$ cat config.mk
export PLATFORM = sky130hd
export DESIGN_NAME = parity_frame_rx
export DESIGN_NICKNAME = d
export VERILOG_FILES = /design/src/rtl/parity_pkg.sv /design/src/rtl/rx_bit_counter.sv /design/src/rtl/parity_frame_rx.sv
export SDC_FILE = /design/constraint.sdc
export NUM_CORES = 1
export LEC_CHECK = 0
export CAP_MARGIN = 20
export CORE_ASPECT_RATIO = 2
export CORE_MARGIN = 1
export CORE_UTILIZATION = 40
export CTS_CLUSTER_SIZE = 16
export DETAILED_ROUTE_END_ITERATION = 8
export GPL_ROUTABILITY_DRIVEN = 0
export PLACE_DENSITY = 0.72
export SYNTH_ARGS = -nofsm -noshare
export SYNTH_HDL_FRONTEND = slang
export SYNTH_SLANG_ARGS = --single-unit
$ cat constraint.sdc
create_clock -name clk -period 1.8 [get_ports clk]
set_clock_uncertainty 0.15 [all_clocks]
set_input_delay 0.36 -clock clk [delete_from_list [all_inputs] [get_ports clk]]
set_output_delay 0.36 -clock clk [all_outputs]
set_load 0.01 [all_outputs]
$ cat src/rtl/parity_pkg.sv
// Shared definitions for the parity frame receiver.
//   state_t      : receiver FSM state encoding (IDLE, DATA, PARITY, STOP)
//   DATA_W_DEF   : default number of data bits per frame
//   cnt_width()  : bit-counter width for a given data width (never below 1)
package parity_pkg;

  localparam int DATA_W_DEF = 8;

  typedef enum logic [1:0] {
    ST_IDLE   = 2'd0,
    ST_DATA   = 2'd1,
    ST_PARITY = 2'd2,
    ST_STOP   = 2'd3
  } state_t;

  // A 1-bit frame still needs a 1-bit counter so the port width stays legal.
  function automatic int cnt_width(input int n);
    return (n > 1) ? $clog2(n) : 1;
  endfunction

endpackage

$ cat src/rtl/rx_bit_counter.sv
// Data-bit counter for the frame receiver.
//   i_clk   : clock
//   i_reset : synchronous active-high reset (count -> 0)
//   i_clr   : synchronous clear (count -> 0), wins over i_en
//   i_en    : advance by one; wraps to 0 after the terminal count
//   o_count : current bit index
//   o_tc    : high while the count is at MAX-1 (last data bit)
module rx_bit_counter #(
  parameter int MAX   = 8,
  parameter int CNT_W = 3
) (
  input  logic             i_clk,
  input  logic             i_reset,
  input  logic             i_clr,
  input  logic             i_en,
  output logic [CNT_W-1:0] o_count,
  output logic             o_tc
);

  logic [CNT_W-1:0] r_cnt;

  assign o_tc    = (r_cnt == CNT_W'(MAX - 1));
  assign o_count = r_cnt;

  always_ff @(posedge i_clk) begin
    if (i_reset || i_clr) begin
      r_cnt <= '0;
    end else if (i_en) begin
      r_cnt <= o_tc ? '0 : r_cnt + 1'b1;
    end
  end

endmodule

$ cat src/rtl/parity_frame_rx.sv
// Serial frame receiver: start(0), DATA_W data bits LSB first, even parity,
// stop(1). The line is sampled only on cycles where bit_en is high.
//   clk, reset : clock, synchronous active-high reset
//   sin        : serial line (idle 1)
//   bit_en     : one-cycle sample strobe
//   dout       : last received data word (held until the next valid)
//   valid      : one-cycle pulse, the cycle after the stop bit is sampled
//   parity_err : even parity failed for the word on dout
//   frame_err  : stop bit sampled as 0 for the word on dout
//   busy       : frame in progress (state != IDLE)
//   dbg_state  : current FSM state, for observation only
//
// Handshake: valid is a pure pulse with no back-pressure; dout and the error
// flags are stable from the valid cycle until the next valid pulse.
import parity_pkg::*;

module parity_frame_rx #(
  parameter int DATA_W = DATA_W_DEF
) (
  input  logic              clk,
  input  logic              reset,
  input  logic              sin,
  input  logic              bit_en,
  output logic [DATA_W-1:0] dout,
  output logic              valid,
  output logic              parity_err,
  output logic              frame_err,
  output logic              busy,
  output state_t            dbg_state
);

  localparam int CNT_W = cnt_width(DATA_W);

  state_t             r_state;
  logic [DATA_W-1:0]  r_shift;
  logic               r_par;     // running XOR of data bits and parity bit
  logic [DATA_W-1:0]  r_dout;
  logic               r_valid;
  logic               r_perr;
  logic               r_ferr;

  logic [CNT_W-1:0]   w_cnt;
  logic               w_tc;
  logic               w_cnt_clr;
  logic               w_cnt_en;

  // Counter is cleared when a start bit is accepted and steps once per data bit.
  assign w_cnt_clr = bit_en && (r_state == ST_IDLE) && !sin;
  assign w_cnt_en  = bit_en && (r_state == ST_DATA);

  rx_bit_counter #(
    .MAX   (DATA_W),
    .CNT_W (CNT_W)
  ) u_bit_counter (
    .i_clk   (clk),
    .i_reset (reset),
    .i_clr   (w_cnt_clr),
    .i_en    (w_cnt_en),
    .o_count (w_cnt),
    .o_tc    (w_tc)
  );

  always_ff @(posedge clk) begin
    if (reset) begin
      r_state <= ST_IDLE;
      r_shift <= '0;
      r_par   <= 1'b0;
      r_dout  <= '0;
      r_valid <= 1'b0;
      r_perr  <= 1'b0;
      r_ferr  <= 1'b0;
    end else begin
      r_valid <= 1'b0;
      if (bit_en) begin
        case (r_state)
          ST_IDLE: begin
            if (!sin) begin
              r_state <= ST_DATA;
              r_par   <= 1'b0;
            end
          end
          ST_DATA: begin
            r_shift[w_cnt] <= sin;
            r_par          <= r_par ^ sin;
            if (w_tc) r_state <= ST_PARITY;
          end
          ST_PARITY: begin
            r_par   <= r_par ^ sin;
            r_state <= ST_STOP;
          end
          ST_STOP: begin
            // Deliver the frame even when flagged; errors ride along with it.
            r_dout  <= r_shift;
            r_perr  <= r_par;
            r_ferr  <= !sin;
            r_valid <= 1'b1;
            r_state <= ST_IDLE;
          end
          default: r_state <= ST_IDLE;
        endcase
      end
    end
  end

  assign dout       = r_dout;
  assign valid      = r_valid;
  assign parity_err = r_perr;
  assign frame_err  = r_ferr;
  assign busy       = (r_state != ST_IDLE);
  assign dbg_state  = r_state;

endmodule

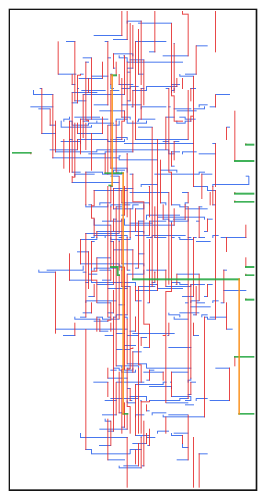
Figure 1: run 1, wiring by layer.
Scale: 6 px per um.
legend:
  metal 1:
    colour: blue
    wire_length: 862 um
  metal 3:
    colour: green
    wire_length: 47.5 um
  metal 2:
    colour: red
    wire_length: 1,270 um
  metal 4:
    colour: orange
    wire_length: 80.9 um
Total GRT Usage: 0.167
final wirelength: 2260 um

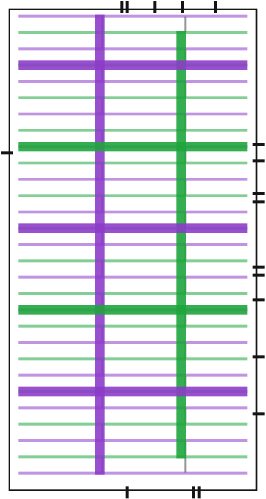
Figure 2: run 1, supply network.
Scale: 6 px per um. Pins as bars on the die edge. Tap cells in grey.
legend:
  VDD:
    colour: green
  VSS:
    colour: purple
met5 straps: 5
met4 straps: 2
tap cells: 30
rows: 28
signal pins: 18

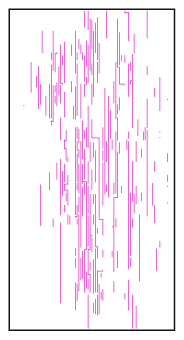
Figure 3: run 1, metal 2.
Scale: 4 px per um.
nets with wire on the layer: 131
main direction: vertical

==> flow_metrics.env, run 1 <==
# flow metrics
export IMPL_dpl_instance_area_um2=1450
export IMPL_seq_cells=25
export IMPL_final_nets=168
export IMPL_power_leader="sequential cells"
export IMPL_slowest_stage="clkdlybuf4s50_1"
export IMPL_antenna_found_initial=0
export IMPL_area_growth_pct=23.1
export IMPL_dp_cells=182
export IMPL_clock_sinks=25
export IMPL_p_seq_mw=0.564
export IMPL_fp_nets=144
export IMPL_vias_per_cell=5.17
export IMPL_n_tap_cell=30
export IMPL_regToRegSetupSlack_ps=260
export IMPL_cp_start_kind="register"
export IMPL_holdBufCountCts=0
export IMPL_antenna_cells=0
export IMPL_hold_path_end="dout[7]$_SDFFE_PP0P_"
export IMPL_cts_max_level=1
export IMPL_clock_cell_area_share=0.0302
export IMPL_clockBufferCount=4
export IMPL_whs_path_depth=2
export IMPL_r2r_end="r_shift[4]$_SDFFE_PP0P_"
export IMPL_layout_top_cell="nand2_1"
export IMPL_drv_slew=0
export IMPL_vdd_ir_drop_max_mv=0.386
export IMPL_crit_path_cell_trace="buf_4, clkdlybuf4s50_1"
export IMPL_hp_start="r_shift[7]$_SDFFE_PP0P_"
export IMPL_crit_required_ps=1290
export IMPL_seq_area_um2=500
export IMPL_setup_viol=0
export IMPL_comb_multi_input_count=95
export IMPL_synth_edff_count=0
export IMPL_die_h_um=79.9
export IMPL_comb_share=0.419
export IMPL_criticalPathCategory="reg2out"
export IMPL_cts_buffer_depth=2
export IMPL_clock_latency_late_pin_ps=270
export IMPL_core_um2=2910
export IMPL_cp_depth=2
export IMPL_seq_share=0.335
export IMPL_cp_end_kind="primary output"
export IMPL_p_total_mw=1.04
export IMPL_initialDrtViolationCount=19
export IMPL_dominant_cells="combinational gates"
export IMPL_drive_gt1_frac=0.154
export IMPL_syn_area_um2=1210
export IMPL_p_seq_frac=0.542
export IMPL_ant_nets=0
export IMPL_top_area_cell="dfxtp_1"
export IMPL_swShare=0.246
export IMPL_status="completed"
export IMPL_grt_pass1_vias=926
export IMPL_chip_area_um2=3270
export IMPL_cpPeakStageDelay_ps=530
export IMPL_area_leaders="dfxtp_1 41%, nand2_1 8.4%, mux2i_1 7.4%"
export IMPL_warnings=30
export IMPL_fin_area_um2=1490
export IMPL_cts_root_buf="clkbuf_8"
export IMPL_yosys_stat_seqShare=0.412
export IMPL_postLayoutCoreUtil=0.514
export IMPL_yosys_warnings=0
export IMPL_grt_ovfl_total=0
export IMPL_tightest_slew_ps=386
export IMPL_num_rows=28
export IMPL_grt_max_degree=14
export IMPL_grt_pass1_wl_um=3800
export IMPL_cpLargestDelayFamily="buffers and inverters"
export IMPL_setup_slack_ps=39.4
export IMPL_cts_setup_buffers=0
export IMPL_drt_pass1_iter_count=4
export IMPL_path_buffers=2
export IMPL_inv_count=3
export IMPL_p_sw_mw=0.256
export IMPL_finalHoldViolCount=0
==> run 1: tightest hold or removal path, cell delays in order (launching register included) <==
cell and delay (ps):
dfxtp_1 320, nand2_1 50, a21oi_1 50
==> run 1: state kept, by name (all words and copies together), names as in the netlist <==
signal                 cells
u_bit_counter.o_count      3
r_shift                    8
valid                      1
frame_err                  1
dbg_state                  2
dout                       8
r_par                      1
parity_err                 1
==> run 1: routing by layer <==
metal  global-route usage  part of all wire  vias to the layer above
met5                    0                 0                        -
met4                0.117             0.035                        0
met3               0.0251             0.021                        6
met2                0.280              0.56                       16
met1                0.168              0.38                      447
li1                     -                 -                      492
==> run 1: kinds of logic (layout without fill, tap and decap cells) <==
logic type | Yosys count | in the layout | share of synthesized area
and+or+nand+nor | 59 | 59 | 0.270
muxes | 9 | 9 | 0.0742
buffers and inverters | 13 | 36 | 0.0722
AOI/OAI and AO/OA | 20 | 20 | 0.0990
DFF | 25 | 25 | 0.412
adders and majority gates | 7 | 7 | 0.0722
==> run 1: Yosys cell counts, types with 2 or more instances <==
| library cell | instances |
|---|---|
| nor4b_2 | 2 |
| nand2_1 | 27 |
| ha_1 | 7 |
| mux2i_1 | 9 |
| inv_1 | 3 |
| nand4_1 | 3 |
| nor2_1 | 5 |
| a21oi_1 | 14 |
| buf_2 | 4 |
| nand3_1 | 2 |
| nand2b_1 | 12 |
| dfxtp_1 | 25 |
| buf_6 | 4 |
| a31o_2 | 2 |
==> run 1: repair_timing <==
| action | 4_1_cts | 5_1_grt |
|---|---|---|
| gates cloned | 0 | 0 |
| pin swaps | 0 | 0 |
| resized | 1 | 1 |
| setup endpoints to repair | 1 | 1 |
==> run 2, diff against run 1 <==
--- a/config.mk
+++ b/config.mk
@@ -5,6 +5,7 @@
 export SDC_FILE = /design/constraint.sdc
 export NUM_CORES = 1
 export LEC_CHECK = 0
+export ABC_CLOCK_PERIOD_IN_PS = 1800
 export CAP_MARGIN = 20
 export CORE_ASPECT_RATIO = 2
 export CORE_MARGIN = 1
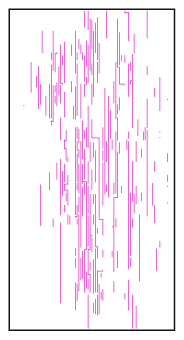
Figure 4: run 2, metal 2.
Scale: 4 px per um.
longest straight run: 32.0 um
main direction: vertical
share of all routed wire: 56%
nets with wire on the layer: 131
via count: 961
GR Util met2: 0.280

==> run 2 against run 1 <==
Effect of this change:
- final cell count is the same
- register-to-register slack is essentially flat
- worst setup slack is the same
- sequential cell count is the same
- global-route usage is the same
- synthesized cell count is the same
- cell area is the same
- synthesized area is the same
- via count is the same
- critical path depth is the same
- core utilization is the same
- first-iteration DRC count is the same
- critical path type unchanged
- critical endpoint unchanged
==> flow_metrics.env, run 2 <==
# flow metrics
export IMPL_synthTopCellsByCount="27 x nand2_1, 25 x dfxtp_1, 14 x a21oi_1, 12 x nand2b_1, 9 x mux2i_1"
export IMPL_syn_area_um2=1210
export IMPL_drive_gt1_frac=0.154
export IMPL_chipWidth_um=41.0
export IMPL_yosysChipArea_um2=1210
export IMPL_tightest_slew_ps=386
export IMPL_ys_cells=133
export IMPL_fin_area_um2=1490
export IMPL_rsz0062_at_grt="no"
export IMPL_cts_root_buf="clkbuf_8"
export IMPL_dpl_instance_area_um2=1450
export IMPL_ant_nets=0
export IMPL_grt_pass1_vias=926
export IMPL_cellLeakagePower_nw=0.604
export IMPL_clock_sinks=25
export IMPL_drv_slew=0
export IMPL_synth_avg_cell_area_um2=9.13
export IMPL_num_rows=28
export IMPL_wirelength_um=2260
export IMPL_final_nets=168
export IMPL_grt_ovfl_total=0
export IMPL_antenna_cells=0
export IMPL_crit_path_cell_trace="buf_4, clkdlybuf4s50_1"
export IMPL_fin_tns_setup_ps=0
export IMPL_grt_max_degree=14
export IMPL_cpPeakStageDelay_ps=530
export IMPL_status="completed"
export IMPL_synth_cells=133
export IMPL_finalHoldViolCount=0
export IMPL_finalCriticalPeriod_ps=1760
export IMPL_fp_nets=144
export IMPL_fillers=265
export IMPL_wl_per_cell_um=12.1
export IMPL_holdWs_ps=302
export IMPL_die_h_um=79.9
export IMPL_grt_usage=0.167
export IMPL_cp_end_kind="primary output"
export IMPL_maxSlewHeadroom=0.743
export IMPL_core_um2=2910
export IMPL_p_total_mw=1.04
export IMPL_cp_start_kind="register"
export IMPL_chip_area_um2=3270
export IMPL_synth_most_common_cell="nand2_1"
export IMPL_fmax_mhz=568
export IMPL_layout_top_cell="nand2_1"
export IMPL_area_growth_pct=23.1
export IMPL_fp_util=0.417
export IMPL_crit_arrival_ps=1250
export IMPL_yosysTopAreaCellShare=0.412
export IMPL_grt_pass1_wl_um=3800
export IMPL_initialDrtViolationCount=19
export IMPL_synth_edff_count=0
export IMPL_crit_required_ps=1290
export IMPL_antenna_found_initial=0
export IMPL_holdBufCountCts=0
export IMPL_hold_path_class="reg2reg"
export IMPL_vias_per_cell=5.17
export IMPL_dp_cells=182
export IMPL_cts_max_level=1
export IMPL_setup_viol=0
export IMPL_vdd_ir_drop_max_mv=0.386
export IMPL_setup_slack_ps=39.4
export IMPL_synthFlopType="dfxtp_1"
export IMPL_warnings=30
export IMPL_postLayoutCoreUtil=0.514
export IMPL_drc_errors=0
export IMPL_dp_final_hpwl_um=1720
export IMPL_drt_pass1_iter_count=4
export IMPL_criticalPathCategory="reg2out"
export IMPL_ys_flops=25
export IMPL_area_leaders="dfxtp_1 41%, nand2_1 8.4%, mux2i_1 7.4%"
export IMPL_yosys_stat_seqShare=0.412
export IMPL_top_area_cell="dfxtp_1"
export IMPL_ys_async_sr_fraction=0
export IMPL_clock_latency_late_pin_ps=270
export IMPL_slowest_stage="clkdlybuf4s50_1"
export IMPL_yosys_warnings=0
export IMPL_cts_buffer_depth=2
export IMPL_cts_setup_buffers=0
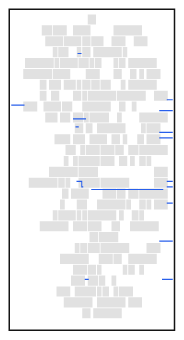
Figure 5: run 2, the metal 3 layer.
Scale: 4 px per um. Cells faint in the background.
main direction: horizontal
wire length on this layer: 47.5 um
longest straight run: 17.7 um
share of all routed wire: 2.1%
nets with wire on the layer: 13
GR Util met3: 0.0251

[run 2: final cells by class]
cell class | instances | area (um2) | area share
Clock buffer | 4 | 45.0 | 0.0302
Inverter | 3 | 11.3 | 0.00754
Multi-Input combinational cell | 95 | 626 | 0.419
Sequential cell | 25 | 500 | 0.335
Tap cell | 30 | 37.5 | 0.0251
Timing Repair Buffer | 29 | 274 | 0.183
[run 2: metal layers]
layer,global-route usage,routed length (um),vias up
li1,-,-,492
met1,0.168,862,447
met2,0.280,1270,16
met3,0.0251,47,6
met4,0.117,80,0
met5,0,0,-
[run 2: logic make-up after synthesis]
| family | count (synthesis) | share of synthesized area |
|---|---|---|
| compound gates | 20 | 0.0990 |
| fa+ha+maj | 7 | 0.0722 |
| flops | 25 | 0.412 |
| mux | 9 | 0.0742 |
| simple gates | 59 | 0.270 |
| buf+inv | 13 | 0.0722 |
[run 2: path summary, 6_finish.rpt]
check / from / end / slack (ps) / cells after the start
max: dbg_state[1]$_SDFFE_PP0P_ / dbg_state[1] / 40 / 2
min: r_shift[7]$_SDFFE_PP0P_ / dout[7]$_SDFFE_PP0P_ / 300 / 2
max reg2reg: dbg_state[1]$_SDFFE_PP0P_ / r_shift[4]$_SDFFE_PP0P_ / 260 / 5
min reg2reg: r_shift[7]$_SDFFE_PP0P_ / dout[7]$_SDFFE_PP0P_ / 300 / 2
[run 2: where the power goes]
group | switching [mW] | internal, mW
sequential | 0.00389 | 0.560
combinational | 0.0743 | 0.0661
clock | 0.178 | 0.158
[run 2: repair_timing]
item / CTS / global route
gates resized: 1 / 1
endpoints found under the setup margin: 1 / 1
pin swaps: 0 / 0
[run 2: critical path: cells and delay by family, from the launching register on]
| kind | cells | cell delay (ps) |
|---|---|---|
| buffers and inverters | 2 | 650 |
| DFF | 1 | 340 |
==> run 3, diff against run 2 <==
--- a/config.mk
+++ b/config.mk
@@ -12,8 +12,9 @@
 export CORE_UTILIZATION = 40
 export CTS_CLUSTER_SIZE = 16
 export DETAILED_ROUTE_END_ITERATION = 8
+export DONT_BUFFER_PORTS = 1
 export GPL_ROUTABILITY_DRIVEN = 0
-export PLACE_DENSITY = 0.72
+export PLACE_DENSITY = 0.64
 export SYNTH_ARGS = -nofsm -noshare
 export SYNTH_HDL_FRONTEND = slang
 export SYNTH_SLANG_ARGS = --single-unit
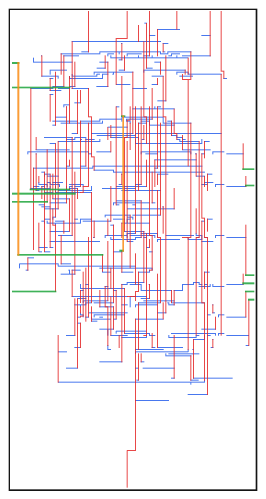
Figure 6: run 3, wiring by layer.
Scale: 6 px per um.
legend:
  metal 1:
    colour: blue
    wire_length: 876 um
  metal 2:
    colour: red
    wire_length: 1,260 um
  metal 4:
    colour: orange
    wire_length: 54.4 um
  metal 3:
    colour: green
    wire_length: 62.3 um
Total GRT Usage: 0.161
Avg WL per Cell: 14.0 um

==> run 3 against run 2 <==
Effect of this change:
- worst hold slack got worse by 210 ps
- combinational power fell by 32%
- cell area down 16%
- total power is 4.2% lower
- count of clock-buffer cells in the layout is 1 lower
- synthesized cell count did not move
- register-to-register slack got worse by 40 ps
- via count down 11%
- critical path depth is 1 higher
- largest power group unchanged
- highest routed layer unchanged
==> flow_metrics.env, run 3 <==
# flow metrics
export IMPL_dp_cells=155
export IMPL_synth_avg_cell_area_um2=9.13
export IMPL_grt_pass1_vias=772
export IMPL_fp_util=0.417
export IMPL_xor_share=0
export IMPL_yosysTopAreaCellShare=0.412
export IMPL_adder_share=0.0722
export IMPL_ant_nets=0
export IMPL_crit_path_cell_trace="inv_1, ha_1, inv_1"
export IMPL_power_share_combinational=0.095
export IMPL_chip_area_um2=3270
export IMPL_antenna_found_initial=0
export IMPL_seq_area_um2=503
export IMPL_vias_per_cell=5.29
export IMPL_finalHoldViolCount=0
export IMPL_grt_ovfl_total=0
export IMPL_cellLeakagePower_nw=0.485
export IMPL_area_leaders="dfxtp_1 41%, nand2_1 8.4%, mux2i_1 7.4%"
export IMPL_fp_nets=144
export IMPL_tightest_slew_ps=521
export IMPL_core_um2=2910
export IMPL_clock_latency_late_pin_ps=270
export IMPL_synthFlopType="dfxtp_1"
export IMPL_p_clk_frac=0.334
export IMPL_top_area_cell="dfxtp_1"
export IMPL_yosys_area_share_aoi=0.0990
export IMPL_finalCriticalPeriod_ps=1680
export IMPL_hold_path_end="dbg_state[1]$_SDFFE_PP0P_"
export IMPL_initialDrtViolationCount=8
export IMPL_cts_buffer_depth=2
export IMPL_comb_area_um2=626
export IMPL_p_seq_mw=0.569
export IMPL_criticalPathCategory="reg2out"
export IMPL_synth_edff_count=0
export IMPL_cp_start_kind="register"
export IMPL_power_leader="sequential cells"
export IMPL_cp_end_kind="primary output"
export IMPL_worstReg2RegStart="dbg_state[1]$_SDFFE_PP0P_"
export IMPL_cts_max_level=1
export IMPL_holdWs_ps=91.0
export IMPL_grt_max_degree=15
export IMPL_fmax_mhz=596
export IMPL_crit_required_ps=1290
export IMPL_synth_cells=133
export IMPL_slowest_stage="dfxtp_2"
export IMPL_yosys_stat_seqShare=0.412
export IMPL_ys_top_logic_family="simple AND/OR/NAND/NOR gates"
export IMPL_yosysChipArea_um2=1210
export IMPL_postLayoutCoreUtil=0.433
export IMPL_clock_sinks=25
export IMPL_regToRegSetupSlack_ps=220
export IMPL_cts_root_buf="clkbuf_8"
export IMPL_status="completed"
export IMPL_setup_viol=0
export IMPL_powerClk_mw=0.333
export IMPL_drv_slew=0
export IMPL_swShare=0.244
export IMPL_hold_path_class="in2reg"
export IMPL_yosys_warnings=0
export IMPL_drc_errors=0
export IMPL_p_int_mw=0.753
export IMPL_hp_start="bit_en"
export IMPL_num_rows=28
export IMPL_chipWidth_um=41.0
export IMPL_layout_top_cell="nand2_1"
export IMPL_synth_most_common_cell="nand2_1"
export IMPL_synthTopCellsByCount="27 x nand2_1, 25 x dfxtp_1, 14 x a21oi_1, 12 x nand2b_1, 9 x mux2i_1"
export IMPL_rsz0062_at_grt="no"
export IMPL_ys_async_sr_fraction=0
export IMPL_port_buffers=0
export IMPL_comb_cell_power_mw=0.0947
export IMPL_warnings=30
export IMPL_fin_tns_setup_ps=0
export IMPL_rr_worst_depth=5
export IMPL_final_nets=143
export IMPL_whs_path_depth=2
export IMPL_crit_arrival_ps=1170
export IMPL_p_sw_mw=0.244
export IMPL_fillers=317
export IMPL_grt_pass1_wl_um=3580
export IMPL_ys_cells=133
export IMPL_drt_pass1_iter_count=4
export IMPL_ys_flops=25
export IMPL_synth_mux_area_fraction=0.0742
export IMPL_r2r_end="r_shift[4]$_SDFFE_PP0P_"
export IMPL_p_total_mw=0.997
export IMPL_dp_final_hpwl_um=1570
export IMPL_area_growth_pct=3.71
export IMPL_vdd_ir_drop_max_mv=0.687
export IMPL_simple_gate_area_frac=0.270
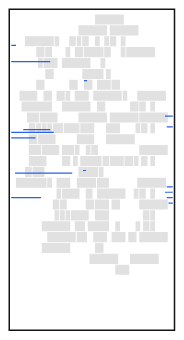
Figure 7: run 3, the metal 3 layer.
Scale: 4 px per um. Cells faint in the background.
main direction: horizontal
nets with wire on the layer: 13
final wirelength: 2250 um
via count: 852

## run 3: cell counts after synthesis
No cell type changed its count.
## run 3: per-layer routing
metal / GRT usage / share of wire / vias up
li1: - / - / 438
met1: 0.166 / 0.39 / 395
met2: 0.278 / 0.56 / 15
met3: 0.0251 / 0.028 / 4
met4: 0.0900 / 0.024 / 0
met5: 0 / 0 / -
## run 3: how the worst max path moves through the flow
stage / from / slack, ps / end
floorplan: dbg_state[1]$_SDFFE_PP0P_ / 330 / r_shift[7]$_SDFFE_PP0P_
global placement: dbg_state[0]$_SDFFE_PP0P_ / 290 / r_par$_SDFFE_PP0P_
detailed placement: dbg_state[1]$_SDFFE_PP0P_ / 200 / r_shift[4]$_SDFFE_PP0P_
CTS: dbg_state[0]$_SDFFE_PP0P_ / 20 / busy
global route: dbg_state[0]$_SDFFE_PP0P_ / 70 / busy
finish: dbg_state[0]$_SDFFE_PP0P_ / 120 / busy
## run 3: worst max-delay path: cells and delay by family, from the launching register on
kind	cells	cell delay, ps
fa+ha+maj	1	280
buf+inv	2	230
flops	1	390
## run 3: per-stage QoR
| stage | cell area [um2] | worst slack [ps] |
|---|---|---|
| 2_1_floorplan | 1210 | 328 |
| 3_3_place_gp | 1190 | 287 |
| 3_5_place_dp | 1190 | 204 |
| 4_1_cts | 1260 | 19.6 |
| 5_1_grt | 1260 | 70.6 |
| 6_report | 1260 | 121 |
## run 3: what timing repair did
action	CTS	global route
hold endpoints to repair	13	0
buffers inserted	0	0
setup endpoints to repair	0	1
resized	0	2
hold buffers	2	0
## run 3: layout make-up
class | count | area share
inverters | 3 | 0.00895
flip-flops and latches | 25 | 0.400
repair buffers | 4 | 0.0278
well taps | 30 | 0.0298
multi-input cells | 95 | 0.497
clock inverters | 1 | 0.00398
clock buffers | 3 | 0.0328
Power figures rest on the tool's default switching activity, not on a simulated workload.
